==> config.mk <==
export PLATFORM = sky130hd
export DESIGN_NAME = pipelined_addsub
export DESIGN_NICKNAME = d
export VERILOG_FILES = /design/src/rtl/pipelined_addsub_pkg.sv /design/src/rtl/pipelined_addsub_slice.sv /design/src/rtl/pipelined_addsub.sv
export SDC_FILE = /design/constraint.sdc
export NUM_CORES = 1
export LEC_CHECK = 0
export ABC_AREA = 1
export ABC_CLOCK_PERIOD_IN_PS = 3200
export CORE_MARGIN = 5
export CORE_UTILIZATION = 25
export CTS_CLUSTER_DIAMETER = 120
export DETAILED_ROUTE_END_ITERATION = 12
export GPL_TIMING_DRIVEN = 0
export RECOVER_POWER = 50
export SLEW_MARGIN = 20
export SYNTH_ARGS = -nofsm -noshare
export SYNTH_HDL_FRONTEND = slang
export SYNTH_SLANG_ARGS = --single-unit
==> constraint.sdc <==
create_clock -name clk -period 3.2 [get_ports clk]
set_input_delay 0.96 -clock clk [delete_from_list [all_inputs] [get_ports clk]]
set_output_delay 0.96 -clock clk [all_outputs]
set_load 0.1 [all_outputs]
The metal 4 layer:
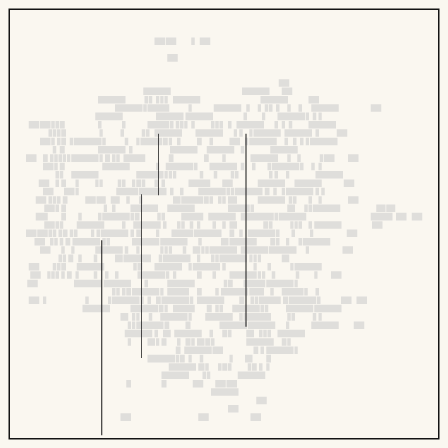
main direction	vertical
nets with wire on the layer	2
share of all routed wire	2.1%
wire length on this layer	199 µm
total via count after detailed routing: 2949
Routed WL: 9.29 mm

Signal wires by layer:
Only two layers are drawn.
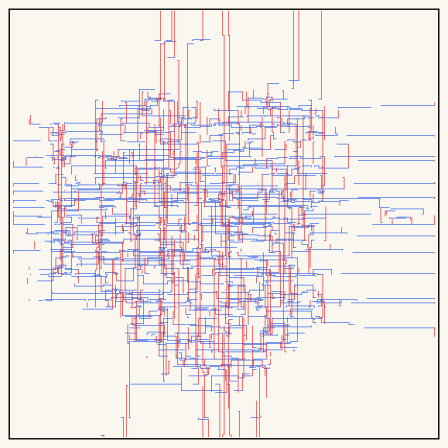
layer	color	wire length
metal 2	red	3920 µm
metal 1	blue	4800 µm
Global Route Usage Sum: 0.0998
post-detailed-route wirelength per cell: 12.3 µm

PDN straps and rails:
The bar under the picture is 50 µm long. Pins as bars on the die edge. Tap cells in gray.
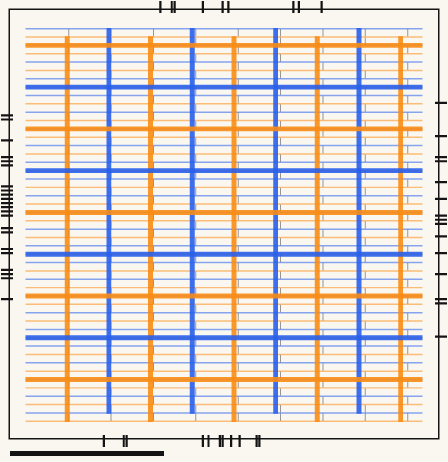
net	color
VSS	orange
VDD	blue
met4 straps	9
met5 straps	9
worst IR drop on VDD: 0.000299 V
CORE AREA: 0.0165 mm²

Zoomed window:
Region (92, 22) to (117, 47) µm. Cells in gray, sequential cells in the stronger gray; small squares are vias.
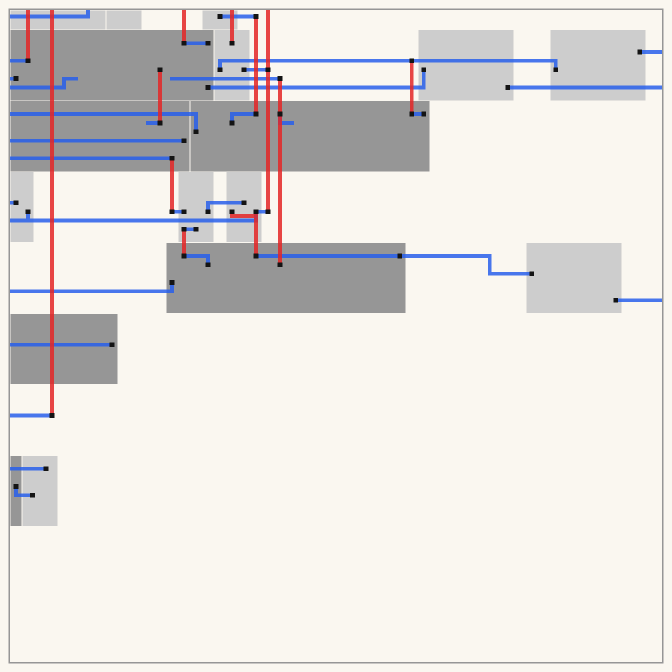
layer	color
metal 2	red
metal 1	blue
sequential cells in the window	4
most frequent	nand2_1 (4), dfrtp_1 (4), clkdlybuf4s50_1 (3)
cells with their middle in the window	12

Track usage over the die:
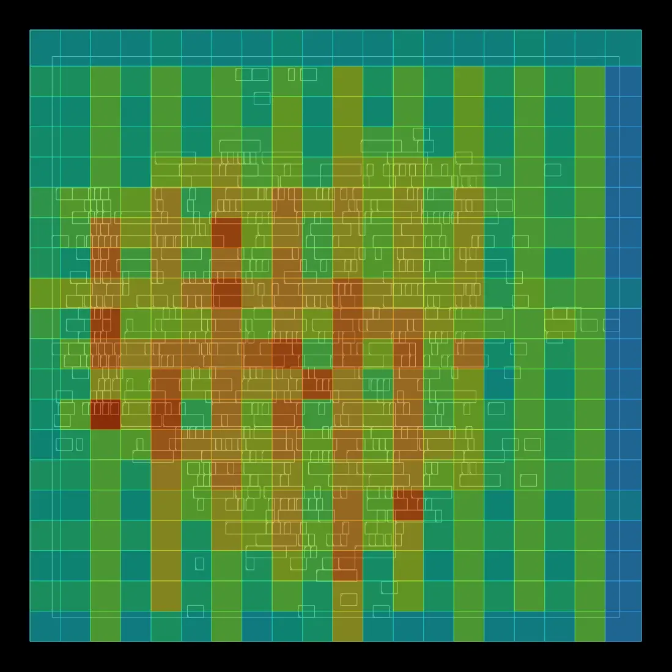
final design utilization: 0.319
Global Route met2 Usage: 0.144
busiest layer in global routing: met1
met3 capacity usage during global routing: 0.0117

==> reports/qor.json <==
{
  "setup_viol": {"value": 0},
  "gr-total-overflow": {"value": 0},
  "horizontal_extent_of_the_die": {"value": 139, "unit": "µm"},
  "postCtsHoldBufs": {"value": 0},
  "cts_clk_pin_slew_worst_paths": {"value": 0.06, "unit": "ns"},
  "finish.cell_count_without_fillers": {"value": 755},
  "post_dp_cell_area": {"value": 0.00504, "unit": "mm²"},
  "dr.first_iter.drc_count": {"value": 200},
  "topRoutingLayerUsed": {"value": "met4"},
  "slew_headroom": {"value": 0.191},
  "area.sequential": {"value": 0.00240, "unit": "mm²"},
  "number_of_global_route_vias_before_repair": {"value": 2962},
  "post-route-period-util": {"value": 0.957},
  "slowest_delay": {"value": 0.49, "unit": "ns"},
  "enable_flop_cells": {"value": 0},
  "critPathSlowestCell": {"value": "sky130_fd_sc_hd__clkdlybuf4s50_1"},
  "nNonClkInverters": {"value": 46},
  "share_comb_of_total_power": {"value": 0.442},
  "worstPathRequired": {"value": 2.24, "unit": "ns"},
  "post-route-min-period": {"value": 3.06, "unit": "ns"},
  "postCtsResizedCells": {"value": 8},
  "top_power_group": {"value": "combinational logic"},
  "yosys.area.top_type": {"value": "sky130_fd_sc_hd__dfrtp_1"},
  "result_of_the_run": {"value": "complete, no violations"},
  "pwr-share-seq": {"value": 0.378},
  "ff2ff_path_depth": {"value": 8},
  "post_synth_instance_area": {"value": 0.00418, "unit": "mm²"},
  "initial_utilization": {"value": 0.253},
  "boundaryPins": {"value": 57},
  "path_depth": {"value": 5},
  "layout.buffer.nonclock.area_share": {"value": 0.130},
  "hold_class": {"value": "reg2reg"},
  "number_of_antenna_diodes": {"value": 0},
  "die_area": {"value": 0.0194, "unit": "mm²"},
  "numSequentialCells": {"value": 96},
  "final.setup.tns": {"value": 0, "unit": "ns"},
  "pwr_density_cell": {"value": 1020, "unit": "mW/mm²"},
  "crit_family": {"value": "buffers and inverters"},
  "seq_area_frac": {"value": 0.456},
  "setup_slack": {"value": 0.137, "unit": "ns"},
  "report.final.hold_viol_count": {"value": 0},
  "place.detailed.hpwl": {"value": 6.89, "unit": "mm"},
  "rsz0062_at_grt": {"value": "false"},
  "ys_async_sr_fraction": {"value": 1.00},
  "total_routed_wire_length_on_the_met1_layer": {"value": 4.80, "unit": "mm"},
  "numPortBuffers": {"value": 55},
  "multi_input_gate_area_in_the_final_layout": {"value": 0.00147, "unit": "mm²"},
  "critical_path.startpoint_type": {"value": "primary input"},
  "std_cell_rows": {"value": 47},
  "ant_nets": {"value": 0},
  "drv_cap": {"value": 0},
  "largest_class": {"value": "flip-flops and latches"},
  "synth_cell_type_count": {"value": 15},
  "openroad.warnings": {"value": 26},
  "crit_buf_inv": {"value": 4},
  "cellInternalPower": {"value": 2.99, "unit": "mW"},
  "grt_max_degree": {"value": 50},
  "dpl_worst_slack": {"value": -0.898, "unit": "ns"},
  "place.detailed.instances": {"value": 741},
  "finalInstanceArea": {"value": 0.00527, "unit": "mm²"},
  "filler_cells": {"value": 1713},
  "power_switching_share": {"value": 0.445},
  "sh_comb_area": {"value": 0.279},
  "cts-root-buf": {"value": "sky130_fd_sc_hd__clkbuf_16"},
  "cp_max_fo": {"value": 10},
  "p_clk_frac": {"value": 0.180},
  "layout.clock.cell_area_share": {"value": 0.0499},
  "ys_cells": {"value": 465},
  "critical_path_arrival": {"value": 2.10, "unit": "ns"},
  "grt_pass1_wl": {"value": 15.5, "unit": "mm"},
  "synthesis.nets": {"value": 519},
  "postSynthAreaPerCell": {"value": 9.00, "unit": "µm²"},
  "power.combinational.total": {"value": 2.39, "unit": "mW"},
  "seq_cell_power": {"value": 2.04, "unit": "mW"},
  "buffers": {"value": 79},
  "critPathCaptureType": {"value": "output pin"},
  "ordered_cell_list_for_the_critical_path": {"value": "clkdlybuf4s50_1 > inv_1 > nand2_2 > buf_4 > buf_6"}
}
## cell usage in the layout, fill, tap and decap left out
cell type and count:
sky130_fd_sc_hd__buf_6 1, sky130_fd_sc_hd__clkdlybuf4s50_1 53, sky130_fd_sc_hd__o21ai_0 32, sky130_fd_sc_hd__buf_2 6, sky130_fd_sc_hd__buf_4 11, sky130_fd_sc_hd__o21ai_1 1
sky130_fd_sc_hd__clkbuf_8 1, sky130_fd_sc_hd__nor2_1 1, sky130_fd_sc_hd__xnor2_1 1, sky130_fd_sc_hd__xor2_1 4, sky130_fd_sc_hd__nand2_2 1, sky130_fd_sc_hd__inv_1 45
sky130_fd_sc_hd__dfrtp_1 96, sky130_fd_sc_hd__inv_2 1, sky130_fd_sc_hd__nand2_1 232, sky130_fd_sc_hd__fa_1 16, sky130_fd_sc_hd__nand3_1 12, sky130_fd_sc_hd__clkbuf_16 9
sky130_fd_sc_hd__clkbuf_1 7, sky130_fd_sc_hd__clkinvlp_4 2, sky130_fd_sc_hd__clkbuf_2 2, sky130_fd_sc_hd__clkinv_2 1
## cells by family after synthesis
logic type | after synthesis | share of synthesized area
AND/OR/NAND/NOR | 246 | 0.226
AND-OR/OR-AND | 33 | 0.0395
flip-flops | 96 | 0.574
adder cells (fa/ha/maj) | 16 | 0.0766
buffers and inverters | 69 | 0.0736
XOR/XNOR | 5 | 0.0105
## worst reg2reg max path, delay by kind of cell, from the launching register on
family          cells  cell delay (ns)
flops               1             0.41
buf+inv             3             0.20
compound gates      1             0.16
fa+ha+maj           4             1.35
## metrics by stage
step,hold slack (ns),power [mW]
after floorplan,0.420,3.78
after global placement,0.438,4.44
after detailed placement,0.444,4.49
after CTS,0.457,5.48
after global routing,0.490,5.82
final,0.453,5.40
Power and IR drop assume default switching activity.
